[src/rtl/cla_wide_add_sequencer.sv]
`default_nettype none
// ============================================================================
// Module   : cla_wide_add_sequencer
// Purpose  : Builds a WIDTH*NWORDS-bit add out of one external WIDTH-bit
//            combinational carry-lookahead adder. Each operand is consumed one
//            slice per clock, least-significant slice first, with the slice
//            carry rippled through a register between cycles.
// Revision : 1.0 - initial release
// ----------------------------------------------------------------------------
// Ports
//   clk        in   1              clock, all state on rising edge
//   rst        in   1              synchronous active-high reset
//   in_valid   in   1              operand request valid
//   in_ready   out  1              request can be accepted (IDLE)
//   in_a       in   WIDTH*NWORDS   operand A
//   in_b       in   WIDTH*NWORDS   operand B
//   in_cin     in   1              carry into bit 0
//   out_valid  out  1              result valid (DONE)
//   out_ready  in   1              consumer accepts result
//   out_sum    out  WIDTH*NWORDS   registered sum
//   out_cout   out  1              registered carry out of the top bit
//   busy       out  1              high in RUN or DONE
//   add_a      out  WIDTH          slice operand A to external adder
//   add_b      out  WIDTH          slice operand B to external adder
//   add_cin    out  1              slice carry to external adder
//   add_sum    in   WIDTH          slice sum from external adder
//   add_cout   in   1              slice carry from external adder
// ============================================================================
module cla_wide_add_sequencer #(
  parameter int WIDTH  = 8,
  parameter int NWORDS = 4
) (
  input  logic                      clk,
  input  logic                      rst,
  input  logic                      in_valid,
  output logic                      in_ready,
  input  logic [WIDTH*NWORDS-1:0]   in_a,
  input  logic [WIDTH*NWORDS-1:0]   in_b,
  input  logic                      in_cin,
  output logic                      out_valid,
  input  logic                      out_ready,
  output logic [WIDTH*NWORDS-1:0]   out_sum,
  output logic                      out_cout,
  output logic                      busy,
  output logic [WIDTH-1:0]          add_a,
  output logic [WIDTH-1:0]          add_b,
  output logic                      add_cin,
  input  logic [WIDTH-1:0]          add_sum,
  input  logic                      add_cout
);

  localparam int C_TOTAL = WIDTH * NWORDS;
  localparam int C_IDXW  = (NWORDS > 1) ? $clog2(NWORDS) : 1;
  localparam logic [C_IDXW-1:0] C_LAST_IDX = C_IDXW'(NWORDS - 1);

  typedef enum logic [1:0] {
    S_IDLE = 2'd0,
    S_RUN  = 2'd1,
    S_DONE = 2'd2
  } state_t;

  state_t                r_state;
  state_t                w_state_next;

  logic [C_TOTAL-1:0]    r_a;
  logic [C_TOTAL-1:0]    r_b;
  logic [C_TOTAL-1:0]    r_sum;
  logic                  r_cout;
  logic                  r_carry;
  logic [C_IDXW-1:0]     r_idx;

  logic [WIDTH-1:0]      w_word_a;
  logic [WIDTH-1:0]      w_word_b;
  logic                  w_last;
  logic                  w_accept;

  assign out_sum  = r_sum;
  assign out_cout = r_cout;
  assign w_last   = (r_idx == C_LAST_IDX);
  assign w_accept = (r_state == S_IDLE) && in_valid;

  // Slice select from the latched operands. Written as a compare-per-word mux
  // so the index never has to be widened for a variable part-select.
  always_comb begin
    w_word_a = '0;
    w_word_b = '0;
    for (int w = 0; w < NWORDS; w++) begin
      if (r_idx == C_IDXW'(w)) begin
        w_word_a = r_a[w*WIDTH +: WIDTH];
        w_word_b = r_b[w*WIDTH +: WIDTH];
      end
    end
  end

  // Next-state and Moore outputs. The adder inputs are only live in RUN so
  // the external adder sees a quiet zero operand at all other times.
  always_comb begin
    w_state_next = r_state;
    in_ready     = 1'b0;
    out_valid    = 1'b0;
    busy         = 1'b0;
    add_a        = '0;
    add_b        = '0;
    add_cin      = 1'b0;
    case (r_state)
      S_IDLE: begin
        in_ready = 1'b1;
        if (in_valid) begin
          w_state_next = S_RUN;
        end
      end
      S_RUN: begin
        busy    = 1'b1;
        add_a   = w_word_a;
        add_b   = w_word_b;
        add_cin = r_carry;
        if (w_last) begin
          w_state_next = S_DONE;
        end
      end
      S_DONE: begin
        busy      = 1'b1;
        out_valid = 1'b1;
        // Handshake returns to IDLE; the next request is seen one cycle later.
        if (out_ready) begin
          w_state_next = S_IDLE;
        end
      end
      default: begin
        w_state_next = S_IDLE;
      end
    endcase
  end

  // State register.
  always_ff @(posedge clk) begin
    if (rst) begin
      r_state <= S_IDLE;
    end else begin
      r_state <= w_state_next;
    end
  end

  // Datapath. Operands are captured on acceptance so later changes on
  // in_a/in_b/in_cin cannot disturb an operation already in flight.
  always_ff @(posedge clk) begin
    if (rst) begin
      r_a     <= '0;
      r_b     <= '0;
      r_sum   <= '0;
      r_cout  <= 1'b0;
      r_carry <= 1'b0;
      r_idx   <= '0;
    end else begin
      case (r_state)
        S_IDLE: begin
          if (w_accept) begin
            r_a     <= in_a;
            r_b     <= in_b;
            r_carry <= in_cin;
            r_idx   <= '0;
            r_sum   <= '0;
          end
        end
        S_RUN: begin
          for (int w = 0; w < NWORDS; w++) begin
            if (r_idx == C_IDXW'(w)) begin
              r_sum[w*WIDTH +: WIDTH] <= add_sum;
            end
          end
          r_carry <= add_cout;
          if (w_last) begin
            // Wrap to zero rather than incrementing so the index stays in range.
            r_cout <= add_cout;
            r_idx  <= '0;
          end else begin
            r_idx  <= r_idx + 1'b1;
          end
        end
        default: begin
        end
      endcase
    end
  end

endmodule
`default_nettype wire

[config.mk]
export PLATFORM = sky130hd
export DESIGN_NAME = cla_wide_add_sequencer
export DESIGN_NICKNAME = d
export VERILOG_FILES = /design/src/rtl/cla_wide_add_sequencer.sv
export SDC_FILE = /design/constraint.sdc
export NUM_CORES = 1
export LEC_CHECK = 0
export CORE_ASPECT_RATIO = 0.7
export CORE_MARGIN = 8
export CORE_UTILIZATION = 51
export DETAILED_ROUTE_END_ITERATION = 12
export PLACE_DENSITY = 0.82
export RECOVER_POWER = 25
export SETUP_SLACK_MARGIN = 0.5
export SYNTH_ARGS = -nofsm -noshare
export SYNTH_HDL_FRONTEND = slang
export SYNTH_SLANG_ARGS = --single-unit
[constraint.sdc]
create_clock -name clk -period 4.5 [get_ports clk]
set_input_delay 0.675 -clock clk [delete_from_list [all_inputs] [get_ports clk]]
set_output_delay 0.675 -clock clk [all_outputs]
set_load 0.005 [all_outputs]
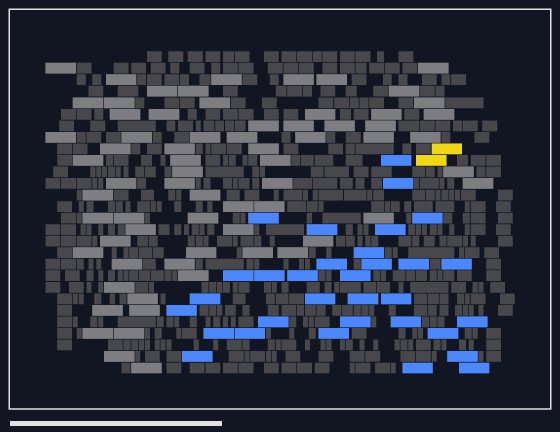
registers.png
The bar under the picture is 50 um long.
Key: blue = r_b [sequential cells 32]; yellow = r_state [sequential cells 2]

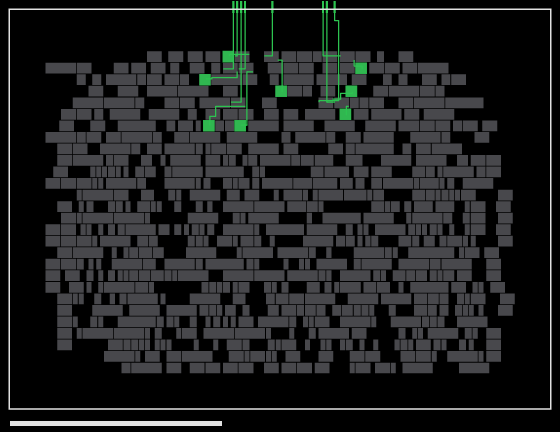
port_nets.png
The bar under the picture is 50 um long.
Key: green = add_sum [bits 8, direction input, edge north, end cells 8, buffers 8, wire 205 um]

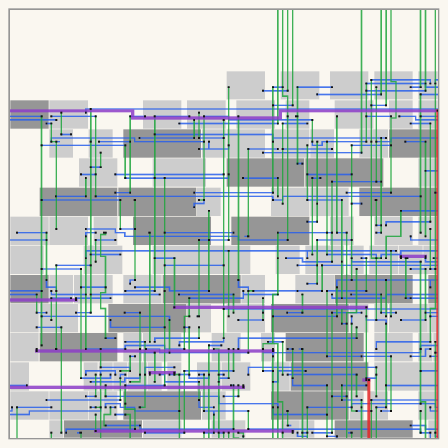
zoom.png
Region (12, 50) to (52, 90) um. Cells in grey, sequential cells in the stronger grey; small squares are vias.
Key: blue = met1; red = met4; green = met2; purple = met3
Netlist names of flops here include out_sum (13), r_a (7). 103 logic cells have their middle in the window. Most frequent: dfxtp_1 (20), nand2b_1 (15), mux2i_1 (15). Sequential cells in the window: 20.

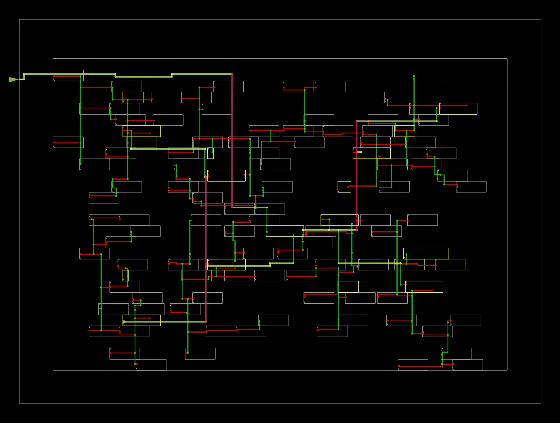
final_clocks.png
worst-case clock skew: 0.004814 ns
Num CTS Buffers: 9
Clock group: 807 uW
CLK BUF: 14
worst-skew pair later-pin latency: 0.34 ns

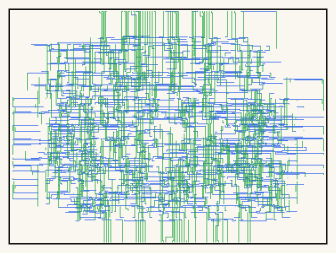
metal_stack.png
Only two layers are drawn.
Key: blue = met1 [wire length 5780 um]; green = met2 [wire length 5910 um]

==> impl_metrics.yaml <==
# physical design summary
drt:
  post-route-drc-count: 0
  drtIter0Drc: 302
  met2_length_mm: 5.911
  dr.max_layer_used: "met4"
  viasPerCell: 5.363
  drt-total-wl_mm: 12.77
  ant_nets: 0
  wl_per_cell_um: 17.16
  m1WireLength_mm: 5.779
  wl_met3_um: 931
  dr_total_vias: 3990
  firstDrtPassIters: 5
floorplanning:
  chipArea_um2: 11970
  die_h_um: 93.96
  core-area_um2: 8443
  std_cell_rows: 28
  dieWidth_um: 127.4
  fp_util_pct: 52.45
  num_io_pins: 131
layout:
  drive_above_1_share_pct: 4.647
  final-comb-area_um2: 2162
  n_antenna_cell: 0
  layout_top_cells: "130 x nand2_1, 102 x dfxtp_1, 96 x clkdlybuf4s50_1"
  regArea_um2: 2042
  nFillCells: 668
  lay_top_count: "nand2_1"
  nNetsFinal: 704
  areaGrowthSynthToFinish_pct: 35.77
cts:
  cts_hold_buf: 0
  cts_sinks: 102
  clk_pin_slew_ns: 0.07
  postCtsResizedCells: 0
  post-cts-setup-buffers: 0
  clock_tree.root_cell: "clkbuf_16"
  cts_tree: "done"
  cts_max_level: 3
  clockBufferDepth: 2
global_route:
  grt-ovfl-total: 0
  grt_max_degree: 85
  busiest_layer: "met2"
  grt_first_pass_wirelength_mm: 20.16
  grt_pass1_vias: 3905
  antenna_found_initial: 0
  gr-usage-met2_pct: 33.79
  grtUsageTotal_pct: 21.05
  grt_util_met3_pct: 6.859
  use_met1_pct: 26.34
power:
  p_seq_share_pct: 46.2
  clkPwrFrac_pct: 37.8
  ir_worst_vdd_mv: 0.2267
  power-top-group: "sequential cells"
  comb_power_uw: 343
  p_int_uw: 1600
  switchingPower_uw: 535.8
  leakage_uw: 0.002385
  pg_seq_uw: 986
  power_density_nw_per_um2: 355.2
  combinationalPowerShare_pct: 16.0
  switching_share_pct: 25.09
synth:
  synthCells: 515
  synth-seq-cells: 102
  syn-num-nets: 600
  mux_share_pct: 7.799
  top_cells_by_area: "dfxtp_1 46%, nand2_1 11%, mux2i_1 7.5%, a21oi_1 7.3%, nand2b_1 4.8%"
  yosysTopAreaCell: "dfxtp_1"
  yosysWarnings: 0
  aoi_share_pct: 15.77
  yosys_area_um2: 4428
  syn_area_um2: 4428
  yosys_cells: 515
  simple_gate_share_pct: 23.14
  netlist-cell-type-count: 31
  xor_share_pct: 0
  yosysTopAreaCellShare_pct: 46.11
  topCombFamilyByArea: "simple AND/OR/NAND/NOR gates"
  synth_seq_share_pct: 46.11
  adder_share_pct: 1.978
  syn_avg_cell_area_um2: 8.598
setup_path:
  slowest_delay_ns: 0.60
  crit_start: "r_state[1]$_SDFFE_PP0P_"
  cp_slowest_cell: "nand2b_1"
  worst-path-stages: 6
  worstSetupEndpointType: "output port"
  timing.reg2reg.setup_slack_ns: 2.14
  cp-endpoint: "add_a[1]"
  cp.arrival_ns: 3.01
  worstRegToRegCells: 5
  crit_buf_inv: 3
  rr_startpoint: "r_state[0]$_SDFFE_PP0P_"
  required_ns: 3.83
  worstPathCellList: "inv_1, ha_1, buf_4, nand2b_1, o31ai_1, clkdlybuf4s50_1"
  path_delay_family: "buffers and inverters"
  timing.rr.end: "r_carry$_SDFFE_PP0P_"
  cp-start-kind: "flop"
  crit_type: "flop to output port"
  path_max_fanout: 34
sta:
  max_slew_margin_pct: -110.7
  holdWs_ns: 0.4575
  setup_viol: 0
  post-route-period-util_pct: 81.81
  worst_pin_slew_ns: 3.161
  tns_ns: 0
  finalMaxSlewViolations: 85
  rsz0062_at_grt: "no"
  final.setup.worst_slack_ns: 0.8184
  post-route-min-period_ns: 3.682
  fmax_ghz: 0.2716
  hold_violations: 0
min_path:
  min_from: "r_a[23]$_SDFFE_PP0P_"
  hold_path_depth: 2
  min_to: "r_a[23]$_SDFFE_PP0P_"
  hold_path.class: "flop to flop"
status:
  status: "complete, but fails checks"
  violations: "max-capacitance violations, max-slew violations"
job:
  max_cap_viol_count: 1
  warnings: 31
placement:
  gp_congestion: 0.8600
  dpl.hpwl_mm: 8.960
  pre_cts_ws_ns: 1.035
  portBuffers: 130
## per-stage QoR
step | power (uW) | cell area [um^2] | instances | util, %
finish | 2136 | 6012 | 744 | 71.21
global route | 2212 | 6012 | 744 | 71.21
CTS | 2145 | 6013 | 744 | 71.22
detailed placement | 1347 | 5700 | 728 | 67.52
global placement | 1335 | 5700 | 728 | 67.52
floorplan | 1201 | 4428 | 515 | -
## worst register-to-register path, stage by stage, from the launching register on
cell and delay [ns]:
dfxtp_1 0.36, inv_1 0.08, ha_1 0.35, nand2_2 0.93
o22ai_1 0.13, a2111oi_0 0.40
## Yosys cell counts
master / n
nand2_1: 131
dfxtp_1: 102
a21oi_1: 65
nand2b_1: 34
mux2i_1: 33
buf_2: 19
clkbuf_1: 17
nand3_1: 17
nor2b_1: 17
a221oi_1: 16
o31ai_1: 16
nand3b_1: 8
ha_1: 7
inv_1: 5
nor2_1: 4
buf_6: 3
o21ai_4: 3
a31oi_1: 2
a32oi_1: 2
and2_1: 2
buf_4: 2
a2111oi_0: 1
a311oi_1: 1
and4_1: 1
inv_2: 1
mux2_4: 1
nand2_4: 1
nand2b_4: 1
nor3b_1: 1
o21ba_2: 1
o22ai_1: 1
## final cells by class
type                    count  share of cell area, %
well taps                 120                  2.497
clock inverters             2                 0.6452
inverters                   6                 0.3746
flip-flops and latches    102                  33.96
multi-input cells         366                  35.96
repair buffers            134                  22.00
clock buffers              14                  4.558
## sequential cells by signal, indices dropped and copies added, names as in the netlist
register	count
r_b	32
out_cout	1
r_idx	2
r_carry	1
r_state	2
out_sum	32
r_a	32
## cell families (layout without fill, tap and decap cells)
family	after synthesis	in the layout
and+or+nand+nor	217	217
muxes	34	34
buffers and inverters	47	156
adders and majority gates	7	7
DFF	102	102
AOI/OAI and AO/OA	108	108
Power is estimated from default activity; no workload was simulated.
